--- config.mk ---
export PLATFORM = sky130hd
export DESIGN_NAME = cdb_arbiter_flat
export DESIGN_NICKNAME = d
export VERILOG_FILES = /design/src/rtl/cdb_arbiter_pkg.sv /design/src/rtl/cdb_arbiter_if.sv /design/src/rtl/cdb_arbiter_rr_arbiter.sv /design/src/rtl/cdb_arbiter.sv /design/src/flat_wrapper.sv
export SDC_FILE = /design/constraint.sdc
export NUM_CORES = 1
export LEC_CHECK = 0
export CAP_MARGIN = 20
export CORE_MARGIN = 10
export CORE_UTILIZATION = 50
export DETAILED_ROUTE_END_ITERATION = 8
export PLACE_DENSITY = 0.75
export SLEW_MARGIN = 20
export SYNTH_ARGS = -nofsm -noshare
export SYNTH_HDL_FRONTEND = slang
export SYNTH_SLANG_ARGS = --single-unit
--- constraint.sdc ---
create_clock -name CLOCK_50 -period 9.3 [get_ports CLOCK_50]
set_input_delay 1.86 -clock CLOCK_50 [delete_from_list [all_inputs] [get_ports CLOCK_50]]
set_output_delay 1.86 -clock CLOCK_50 [all_outputs]
set_load 0.02 [all_outputs]
--- src/rtl/cdb_arbiter_pkg.sv ---
// Shared definitions for the common data bus: default sizes, tag type,
// the broadcast record seen by consumers, and the round-robin pointer step.
package cdb_arbiter_pkg;

  localparam int N_SRC_DEF  = 7;
  localparam int TAG_W_DEF  = 3;
  localparam int DATA_W_DEF = 32;

  // Tag 0 means "no producer / operand ready"; sources use 1..N_SRC.
  typedef logic [TAG_W_DEF-1:0] tag_t;

  // One broadcast as seen by the register file and reservation stations.
  typedef struct packed {
    logic                  valid;
    tag_t                  tag;
    logic [DATA_W_DEF-1:0] data;
  } cdb_bus_t;

  // Pointer position after tag w wins: one past it, wrapping n back to 1.
  function automatic int unsigned next_ptr(input int unsigned w, input int unsigned n);
    if (w >= n) begin
      return 32'd1;
    end else begin
      return w + 32'd1;
    end
  endfunction

endpackage

--- src/rtl/cdb_arbiter_if.sv ---
// Bundle of result-source handshakes and the broadcast side of the CDB.
interface cdb_arbiter_if
  import cdb_arbiter_pkg::*;
#(
  parameter int N_SRC  = N_SRC_DEF,
  parameter int TAG_W  = TAG_W_DEF,
  parameter int DATA_W = DATA_W_DEF
);

  logic [N_SRC-1:0]             src_valid;
  logic [N_SRC-1:0][DATA_W-1:0] src_data;
  logic [N_SRC-1:0]             src_ready;
  logic                         cdb_valid;
  logic [TAG_W-1:0]             cdb_tag;
  logic [DATA_W-1:0]            cdb_data;
  logic [N_SRC-1:0]             pending;

  // Result producers and broadcast consumers.
  modport master (
    output src_valid, src_data,
    input  src_ready, cdb_valid, cdb_tag, cdb_data, pending
  );

  // The arbiter itself.
  modport slave (
    input  src_valid, src_data,
    output src_ready, cdb_valid, cdb_tag, cdb_data, pending
  );

endinterface

--- src/rtl/cdb_arbiter_rr_arbiter.sv ---
// Combinational round-robin pick: first pending source at or after rr_ptr,
// wrapping N_SRC back to 1. Produces a one-hot grant and the winning tag.
module rr_arbiter
  import cdb_arbiter_pkg::*;
#(
  parameter int N_SRC = N_SRC_DEF,
  parameter int TAG_W = TAG_W_DEF
) (
  input  logic [N_SRC-1:0] pending,
  input  logic [TAG_W-1:0] rr_ptr,
  output logic [N_SRC-1:0] grant,
  output logic [TAG_W-1:0] win_tag,
  output logic             win_valid
);

  localparam int IDX_W = (N_SRC > 1) ? $clog2(N_SRC) : 1;

  logic [IDX_W-1:0] idx_s;

  // Scan sources starting at the pointer and stop at the first one holding a result.
  always_comb begin
    grant     = '0;
    win_tag   = '0;
    win_valid = 1'b0;
    idx_s     = '0;
    for (int k = 0; k < N_SRC; k++) begin
      idx_s = IDX_W'((32'(rr_ptr) + 32'(N_SRC) - 32'd1 + 32'(k)) % 32'(N_SRC));
      if (!win_valid && pending[idx_s]) begin
        grant[idx_s] = 1'b1;
        win_tag      = TAG_W'(idx_s) + TAG_W'(1);
        win_valid    = 1'b1;
      end else begin
        win_valid = win_valid;
      end
    end
  end

endmodule

--- src/rtl/cdb_arbiter.sv ---
// Common data bus arbiter: one hold register per result source, round-robin
// selection of one held result per cycle, registered broadcast.
module cdb_arbiter
  import cdb_arbiter_pkg::*;
#(
  parameter int N_SRC  = N_SRC_DEF,
  parameter int TAG_W  = TAG_W_DEF,
  parameter int DATA_W = DATA_W_DEF
) (
  input  logic          CLOCK_50,
  input  logic          RSTN_N,
  cdb_arbiter_if.slave  bus
);

  localparam int IDX_W = (N_SRC > 1) ? $clog2(N_SRC) : 1;

  logic [N_SRC-1:0]  pending_r;
  logic [DATA_W-1:0] hold_r [N_SRC];
  logic [TAG_W-1:0]  rr_ptr_r;
  logic              cdb_valid_r;
  logic [TAG_W-1:0]  cdb_tag_r;
  logic [DATA_W-1:0] cdb_data_r;

  logic [N_SRC-1:0]  grant_s;
  logic [TAG_W-1:0]  win_tag_s;
  logic              win_valid_s;
  logic [N_SRC-1:0]  ready_s;
  logic [N_SRC-1:0]  accept_s;
  logic [IDX_W-1:0]  win_idx_s;
  logic [DATA_W-1:0] win_data_s;

  rr_arbiter #(
    .N_SRC (N_SRC),
    .TAG_W (TAG_W)
  ) u_rr (
    .pending   (pending_r),
    .rr_ptr    (rr_ptr_r),
    .grant     (grant_s),
    .win_tag   (win_tag_s),
    .win_valid (win_valid_s)
  );

  // A source may hand over a result when its slot is empty or being drained this cycle.
  always_comb begin
    ready_s  = ~pending_r | grant_s;
    accept_s = bus.src_valid & ready_s;
  end

  // Fetch the held value of the winning source for broadcast.
  always_comb begin
    win_idx_s = IDX_W'(win_tag_s - TAG_W'(1));
    if (win_valid_s) begin
      win_data_s = hold_r[win_idx_s];
    end else begin
      win_data_s = '0;
    end
  end

  // Occupancy: a reload wins over a drain, so grant+reload keeps the slot full.
  always_ff @(posedge CLOCK_50 or negedge RSTN_N) begin
    if (!RSTN_N) begin
      pending_r <= '0;
    end else begin
      pending_r <= accept_s | (pending_r & ~grant_s);
    end
  end

  for (genvar i = 0; i < N_SRC; i++) begin : g_hold
    // Capture a source's result whenever it is accepted.
    always_ff @(posedge CLOCK_50 or negedge RSTN_N) begin
      if (!RSTN_N) begin
        hold_r[i] <= '0;
      end else if (accept_s[i]) begin
        hold_r[i] <= bus.src_data[i];
      end else begin
        hold_r[i] <= hold_r[i];
      end
    end
  end

  // Broadcast the winner and advance the pointer past it; idle cycles drive zeros.
  always_ff @(posedge CLOCK_50 or negedge RSTN_N) begin
    if (!RSTN_N) begin
      cdb_valid_r <= 1'b0;
      cdb_tag_r   <= '0;
      cdb_data_r  <= '0;
      rr_ptr_r    <= TAG_W'(1);
    end else if (win_valid_s) begin
      cdb_valid_r <= 1'b1;
      cdb_tag_r   <= win_tag_s;
      cdb_data_r  <= win_data_s;
      rr_ptr_r    <= TAG_W'(next_ptr(32'(win_tag_s), N_SRC));
    end else begin
      cdb_valid_r <= 1'b0;
      cdb_tag_r   <= '0;
      cdb_data_r  <= '0;
      rr_ptr_r    <= rr_ptr_r;
    end
  end

  assign bus.src_ready = ready_s;
  assign bus.cdb_valid = cdb_valid_r;
  assign bus.cdb_tag   = cdb_tag_r;
  assign bus.cdb_data  = cdb_data_r;
  assign bus.pending   = pending_r;

endmodule

--- src/flat_wrapper.sv ---
// flat-port wrapper written by rule: the top's interface ports become plain ports
module cdb_arbiter_flat import cdb_arbiter_pkg::*;
#(
  parameter int N_SRC  = N_SRC_DEF,
  parameter int TAG_W  = TAG_W_DEF,
  parameter int DATA_W = DATA_W_DEF
)
  (CLOCK_50, RSTN_N, bus_src_valid, bus_src_data, bus_src_ready, bus_cdb_valid, bus_cdb_tag, bus_cdb_data, bus_pending);
  cdb_arbiter_if #(.N_SRC(N_SRC), .TAG_W(TAG_W), .DATA_W(DATA_W)) bus_i ();
  input  logic CLOCK_50;
  input  logic RSTN_N;
  input wire logic [$bits(bus_i.src_valid)-1:0] bus_src_valid;
  input wire logic [$bits(bus_i.src_data)-1:0] bus_src_data;
  output wire logic [$bits(bus_i.src_ready)-1:0] bus_src_ready;
  output wire logic [$bits(bus_i.cdb_valid)-1:0] bus_cdb_valid;
  output wire logic [$bits(bus_i.cdb_tag)-1:0] bus_cdb_tag;
  output wire logic [$bits(bus_i.cdb_data)-1:0] bus_cdb_data;
  output wire logic [$bits(bus_i.pending)-1:0] bus_pending;
  assign bus_i.src_valid = bus_src_valid;
  assign bus_i.src_data = bus_src_data;
  assign bus_src_ready = bus_i.src_ready;
  assign bus_cdb_valid = bus_i.cdb_valid;
  assign bus_cdb_tag = bus_i.cdb_tag;
  assign bus_cdb_data = bus_i.cdb_data;
  assign bus_pending = bus_i.pending;
  cdb_arbiter #(.N_SRC(N_SRC), .TAG_W(TAG_W), .DATA_W(DATA_W)) u_core (.CLOCK_50(CLOCK_50), .RSTN_N(RSTN_N), .bus(bus_i));
endmodule
==> impl_metrics.toml <==
# synthesis and place-and-route metrics
[global_routing]
antenna_found_initial = 18
grt_most_used_layer = "met2"
use_met1 = 0.314
grt_pass1_vias = 12969

[placed_design]
dp_cells = 1919
place_ws_ns = 0.440
routabilityCongestion = 0.925
placed_cell_area_mm2 = 0.0187

[flow_run]
warnings = 43
drv_cap = 0

[cells_and_area]
areaGrowthSynthToFinish_pct = 26.5
fin_nets = 1826
final_cell_count_no_fill = 1982
final_layout_size_suffix_gt1_frac = 0.210
utilization = 0.642

[synth]
synthTopCellsByCount = "269 x dfrtp_1, 175 x mux2_2, 78 x nand2_1, 70 x o2111ai_1, 53 x mux2_1"
synth.area.top_cells = "dfrtp_1 43%, mux2_2 13%, mux4_2 4.8%"
synth_flop_count = 270
mux_share = 0.234
synth.largest_area_cell = "dfrtp_1"
top_area_frac = 0.434
edf_count = 0
ys_seq_frac = 0.436

[critical_path]
worstSetupStartpoint = "u_core.rr_ptr_r[1]"
worstPathRequired_ns = 7.44
cpPeakStageDelay_ns = 0.67
crit_slowest_cell = "clkdlybuf4s50_1"
critPathLaunchType = "flop"
cp_top_family = "AND-OR/OR-AND gates"
path_common_cell = "xnor2_2"
arrival_ns = 7.00
rr_endpoint = "u_core.bus.cdb_data[27]"
crit_end = "bus_src_ready[1]"

[clock_network]
cts_sinks = 270
numCtsBuffers = 29
cts.clk_slew.worst_paths_ns = 0.06

[floorplanning]
num_io_pins = 283
fp.dieH_um = 196
die_x_um = 196
coreArea_mm2 = 0.0306
rows = 64

[worst_hold_path]
whs_path_depth = 1

[final_timing]
fmax_mhz = 113
slew_viol_final = 0
finClkSkew_ns = 0.0161

[outcome]
status = "complete, no violations"

[drt]
viasPerCell = 6.26
routed-wl-met2_um = 24700
==> sequential cells by signal, summed over array words and instances (netlist names) <==
| register | cells |
|---|---|
| u_core.rr_ptr_r | 3 |
| u_core.bus.cdb_tag | 3 |
| u_core.bus.pending | 7 |
| u_core.bus.cdb_data | 32 |
| u_core.hold_r | 224 |
| u_core.bus.cdb_valid | 1 |
==> final cells by class <==
cell class              count  area (um2)
inverters                  42         158
diodes                     16        40.0
multi-input cells         900        8160
fillers                  2413       11000
repair buffers            313        3140
flip-flops and latches    270        6760
well taps                 396         495
clock inverters             4        66.3
clock buffers              41         811
Figure 1. Wiring by layer.
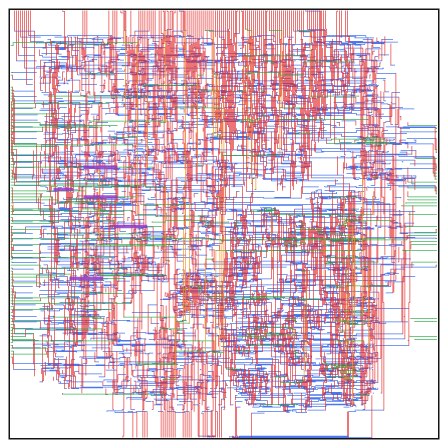
metal 2: in red, wire length 24.7 mm. metal 4: in orange, wire length 1,770 um. metal 5: in purple, wire length 62.6 um. metal 1: in blue, wire length 20.4 mm. metal 3: in green, wire length 3,720 um.
vias after detailed routing: 12,408
GRT Overall Usage: 0.255
WL per Instance: 25.6 um

Figure 2. Close-up of the layout.
Window x 78 to 118, y 39 to 79 um. Cells in gray, sequential cells in the stronger gray; small squares are vias.
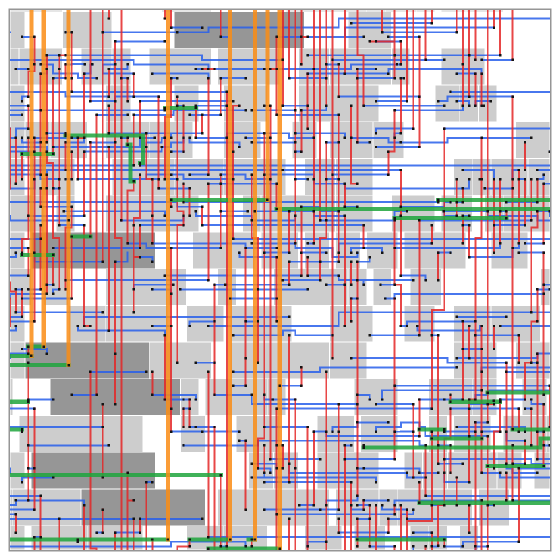
metal 2: in red. metal 4: in orange. metal 3: in green. metal 1: in blue.
124 logic cells have their middle in the window. Most frequent: ha_1 (17), inv_1 (10), nand2_1 (8). Sequential cells in the window: 6. Netlist names of flops here include u_core.rr_ptr_r (3), u_core.bus.cdb_data (2).

Figure 3. The metal 3 layer.
The bar under the picture is 50 um long.
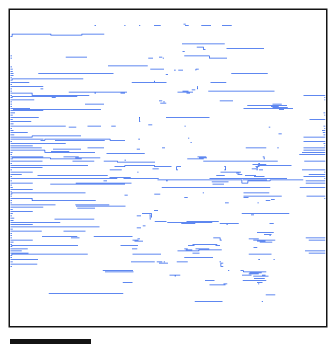
The longest straight run is 67.2 um. 253 nets have wire on it. The wires run mostly horizontal. The layer carries 3,720 um of wire. The layer holds 7.3% of the routed length.
met3 Use GR: 0.0650
wirelength, routed: 50,700 um

